## src/rtl/control_unit.sv

```systemverilog
// Pipeline control decoder: turns (opCode, Instr_Stage) into registered stage enables
// and keeps a sticky Halt that only reset clears.
module control_unit (
   input  logic       clk,
   input  logic       rst,
   input  logic [3:0] opCode,
   input  logic [1:0] Instr_Stage,
   output logic       Instr_Fetch,
   output logic       Instr_Decode,
   output logic       Instr_Exec,
   output logic       Write_Back,
   output logic       MEM_Acc,
   output logic       Halt
);

   typedef enum logic {
      ST_RUN  = 1'b0,
      ST_HALT = 1'b1
   } state_e;

   typedef enum logic [1:0] {
      STG_FETCH  = 2'b00,
      STG_DECODE = 2'b01,
      STG_EXEC   = 2'b10,
      STG_MEM    = 2'b11
   } stage_e;

   typedef enum logic [3:0] {
      OP_ADD   = 4'b0000,
      OP_SUB   = 4'b0001,
      OP_AND   = 4'b0010,
      OP_OR    = 4'b0011,
      OP_XOR   = 4'b0100,
      OP_NOT   = 4'b0101,
      OP_SHL   = 4'b0110,
      OP_SHR   = 4'b0111,
      OP_LOAD  = 4'b1000,
      OP_STORE = 4'b1001,
      OP_JMP   = 4'b1010,
      OP_BEQ   = 4'b1011,
      OP_MOV   = 4'b1100,
      OP_LDI   = 4'b1101,
      OP_NOP   = 4'b1110,
      OP_HLT   = 4'b1111
   } opcode_e;

   state_e  state_q, state_d;
   stage_e  stage;
   opcode_e op;

   logic fetch_q, fetch_d;
   logic decode_q, decode_d;
   logic exec_q, exec_d;
   logic wb_q, wb_d;
   logic mem_q, mem_d;
   logic writes_reg;

   // Every 2- and 4-bit code has an enum member, so these casts are lossless.
   assign stage = stage_e'(Instr_Stage);
   assign op    = opcode_e'(opCode);

   always_comb begin
      writes_reg = 1'b1;
      case (op)
         OP_STORE, OP_JMP, OP_BEQ, OP_NOP, OP_HLT: writes_reg = 1'b0;
         default:                                  writes_reg = 1'b1;
      endcase
   end

   always_comb begin
      state_d  = state_q;
      fetch_d  = 1'b0;
      decode_d = 1'b0;
      exec_d   = 1'b0;
      wb_d     = 1'b0;
      mem_d    = 1'b0;
      case (state_q)
         ST_RUN: begin
            case (stage)
               STG_FETCH:  fetch_d  = 1'b1;
               STG_DECODE: decode_d = 1'b1;
               STG_EXEC: begin
                  if (op == OP_HLT) state_d = ST_HALT;
                  else              exec_d  = 1'b1;
               end
               STG_MEM: begin
                  if (op != OP_HLT) begin
                     mem_d = 1'b1;
                     wb_d  = writes_reg;
                  end
               end
               default: ;
            endcase
         end
         // Halted: all enables stay low until reset.
         ST_HALT: state_d = ST_HALT;
         default: state_d = ST_RUN;
      endcase
   end

   always_ff @(posedge clk or posedge rst) begin
      if (rst) begin
         state_q  <= ST_RUN;
         fetch_q  <= 1'b0;
         decode_q <= 1'b0;
         exec_q   <= 1'b0;
         wb_q     <= 1'b0;
         mem_q    <= 1'b0;
      end else begin
         state_q  <= state_d;
         fetch_q  <= fetch_d;
         decode_q <= decode_d;
         exec_q   <= exec_d;
         wb_q     <= wb_d;
         mem_q    <= mem_d;
      end
   end

   assign Instr_Fetch  = fetch_q;
   assign Instr_Decode = decode_q;
   assign Instr_Exec   = exec_q;
   assign Write_Back   = wb_q;
   assign MEM_Acc      = mem_q;
   assign Halt         = (state_q == ST_HALT);

endmodule

```

## config.mk

```make
export PLATFORM = sky130hd
export DESIGN_NAME = control_unit
export DESIGN_NICKNAME = d
export VERILOG_FILES = /design/src/rtl/control_unit.sv
export SDC_FILE = /design/constraint.sdc
export NUM_CORES = 1
export LEC_CHECK = 0
export CORE_AREA = 2 2 39 41
export DETAILED_ROUTE_END_ITERATION = 7
export DIE_AREA = 0 0 41 43
export PLACE_DENSITY = 0.46
export SLEW_MARGIN = 30
export SYNTH_ARGS = -nofsm -noshare
export SYNTH_HDL_FRONTEND = slang
export SYNTH_SLANG_ARGS = --single-unit
export TNS_END_PERCENT = 10
```

## constraint.sdc

```tcl
create_clock -name clk -period 0.8 [get_ports clk]
set_input_delay 0.16 -clock clk [delete_from_list [all_inputs] [get_ports clk]]
set_output_delay 0.16 -clock clk [all_outputs]
set_load 0.01 [all_outputs]
```

run_1/pdn.png
Pins as bars on the die edge.
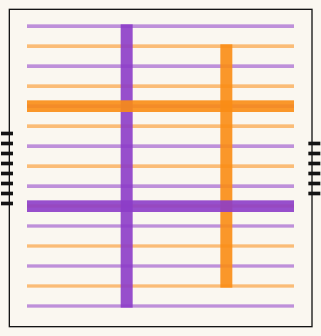
Purple shows VSS. Orange shows VDD.
2 straps on met5. 15 met1 rails follow the rows. 2 straps on met4. 14 signal pins sit on the boundary. The core has 14 rows.
die height: 43 um
worst vdd ir: 0.4824 mV
core area: 1384 um2

run_1/clock_map.png
The bar under the picture is 10 um long.
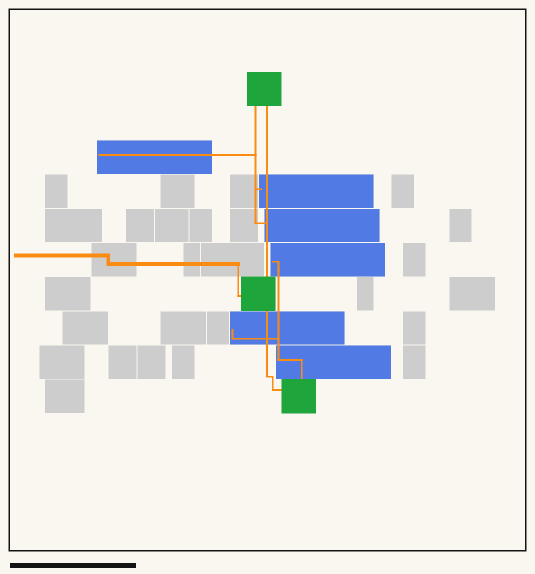
Blue shows flip-flops, count 6. Orange shows clock wires, length 90.9 um. Green shows cells driving clock nets, count 3.
There are 4 routed clock nets. Position of the flops: centre.
skew final: 0.002292 ns
Clk Latency, worst-skew pair: 0.24 ns

run_1/metal_stack.png
Only two layers are drawn.
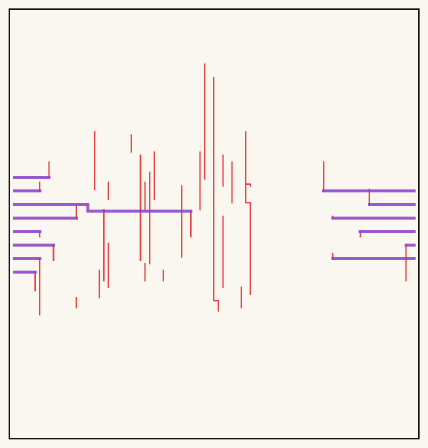
Red shows met2, wire length 161 um. Purple shows met3, wire length 77.8 um.
detailed-route via count: 187
mean routed wirelength per cell: 8.346 um
final WL: 434 um

==> CHANGELOG.md, run 1 <==
## Implementation

- Status: finished, violations left
- Failing checks: setup timing
- Worst path slowest cell: dfrtp_1
- Cell area after layout: ~390 um2
- Largest net degree at the start of global routing: 7
- Worst setup EP type: output pin
- Top Ports: 14
- Comb group: around 170 uW
- Clock Power: between 200 and 300 uW
- Most crowded layer after global routing: met4
- Post-DP Area: 380.4 um2
- Largest area class, layout: flip-flops and latches
- Crit-path cells: buf_2
- # clk buffers: 3
- Leak: between 0.0002 and 0.00025 uW
- DRC: 0
- Ys cells: 19
- Initial DRC Count: 1
- Total power: around 780 uW
- Clock share of power: 0.342
- Top logic family: simple AND/OR/NAND/NOR gates
- Worst path depth: 1
- Share of the synthesized area in the top cell type: 0.6742
- Non-clock buffers: 14
- Final count of negative-setup-slack endpoints: 9
- Tool warnings: 28
- Total number of sequential cells: 6
- Number of synthesized flops with an enable pin: 0
- Cell Rows: 14
- Worst-case reg-to-reg path depth: 2
- Tcrit/Tclk final: 1.132
- Finished Layout Cells: roughly 52
- End point of the critical path: Halt
- Distinct lib cells used: 11
- Post-Synth AOI/OAI Area: 0.05618
- DRT antenna net count: 0
- Combinational share of power: 0.218
- Simple-Gate Fraction of Synth Area: 0.2528
- Grt met1 use: 0.07566
- Setup_tns: -0.5228 ns
- Ys Warns: 0
- CP Buf/Inv Count: 1
- IO Port Bufs: 13
- Pwr top: sequential cells
- Initial antenna violation count: 0
- FF-to-FF setup slack: -0.02 ns
- GRT overflow: 0
- RD Place Congestion: between 0.6 and 0.7
- Fin worst setup slack: -0.1058 ns
- Clock buf/inv share: 0.05825
- Pwr dens: approximately 2000 nW/um2
- M2 GR Usage: 0.06875
- Top cells excl fill/tap: dfrtp_1, buf_2, clkdlybuf4s50_1
- Final Max Tran Viols: 0
- Tap cell count: 16
- Critical path class: reg2out
- Logic cell area: 81.33 um2
- Worst flop-to-flop path endpoint: Write_Back
- Post-synth top cells: dfrtp_1, nand2b_1, nor2_1, nor3_1
- Multi-In Gates: 12
==> run 2, diff against run 1 <==
--- a/config.mk
+++ b/config.mk
@@ -6,6 +6,7 @@
 export NUM_CORES = 1
 export LEC_CHECK = 0
 export CORE_AREA = 2 2 39 41
+export CTS_CLUSTER_SIZE = 28
 export DETAILED_ROUTE_END_ITERATION = 7
 export DIE_AREA = 0 0 41 43
 export PLACE_DENSITY = 0.46
run_2/pdn.png
Pins as bars on the die edge.
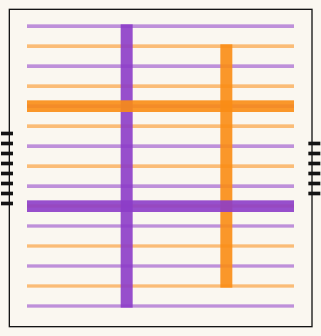
Purple shows VSS. Orange shows VDD.
15 met1 rails follow the rows. 2 straps on met5.
die width: 41 um

==> CHANGELOG.md, run 2 <==
## Implementation

- Status: finished, violations left
- Failing checks: setup timing
- Largest area class, layout: flip-flops and latches
- Critical path class: reg2out
- # clk buffers: 3 (unchanged)
- Grt met1 use: 0.07566 (unchanged)
- Fin worst setup slack: -0.1058 ns (unchanged)
- Tap cell count: 16 (unchanged)
- GRT overflow: 0 (unchanged)
- Multi-In Gates: 12 (unchanged)
- Clock buf/inv share: 0.05825 (unchanged)
- Distinct lib cells used: 11 (unchanged)
- Top logic family: simple AND/OR/NAND/NOR gates
- Worst setup EP type: output pin
- Ys cells: 19 (unchanged)
- RD Place Congestion: 0.6930 (unchanged)
- Largest net degree at the start of global routing: 7 (unchanged)
- Top cells excl fill/tap: dfrtp_1, buf_2, clkdlybuf4s50_1
- Post-DP Area: 380.4 um2 (unchanged)
- Worst flop-to-flop path endpoint: Write_Back
- Core area: 1384 um2 (unchanged)
- Post-synth top cells: dfrtp_1, nand2b_1, nor2_1, nor3_1
- Logic cell area: 81.33 um2 (unchanged)
- Final count of negative-setup-slack endpoints: 9 (unchanged)
- Tcrit/Tclk final: 1.132 (unchanged)
- Worst vdd ir: 0.4824 mV (unchanged)
- Setup_tns: -0.5228 ns (unchanged)
- CP Buf/Inv Count: 1 (unchanged)
- Number of synthesized flops with an enable pin: 0 (unchanged)
- Finished Layout Cells: 52 (unchanged)
- End point of the critical path: Halt
- Worst path slowest cell: dfrtp_1
- Detailed-route via count: 187 (unchanged)
- IO Port Bufs: 13 (unchanged)
- FF-to-FF setup slack: -0.02 ns (about the same)
- Clk Latency, worst-skew pair: 0.24 ns (about the same)
- Worst path depth: 1 (unchanged)
- Clock share of power: 0.342 (about the same)
- Simple-Gate Fraction of Synth Area: 0.2528 (unchanged)
- M2 GR Usage: 0.06875 (unchanged)
- Skew final: 0.002292 ns (unchanged)
- Cell area after layout: 386.6 um2 (unchanged)
- Worst-case reg-to-reg path depth: 2 (unchanged)
- Most crowded layer after global routing: met4
run_2/metal_stack.png
Only two layers are drawn.
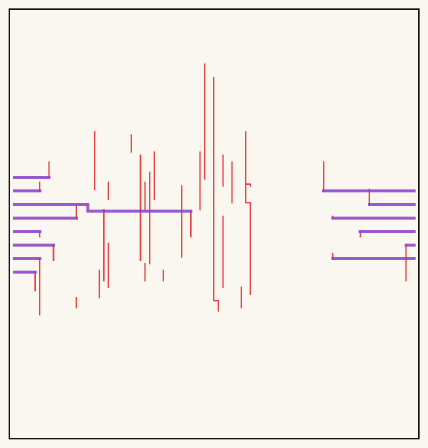
Red shows met2, wire length 161 um. Purple shows met3, wire length 77.8 um.
GR Util All Layers: 0.07280

Power figures rest on the tool's default switching activity, not on a simulated workload.
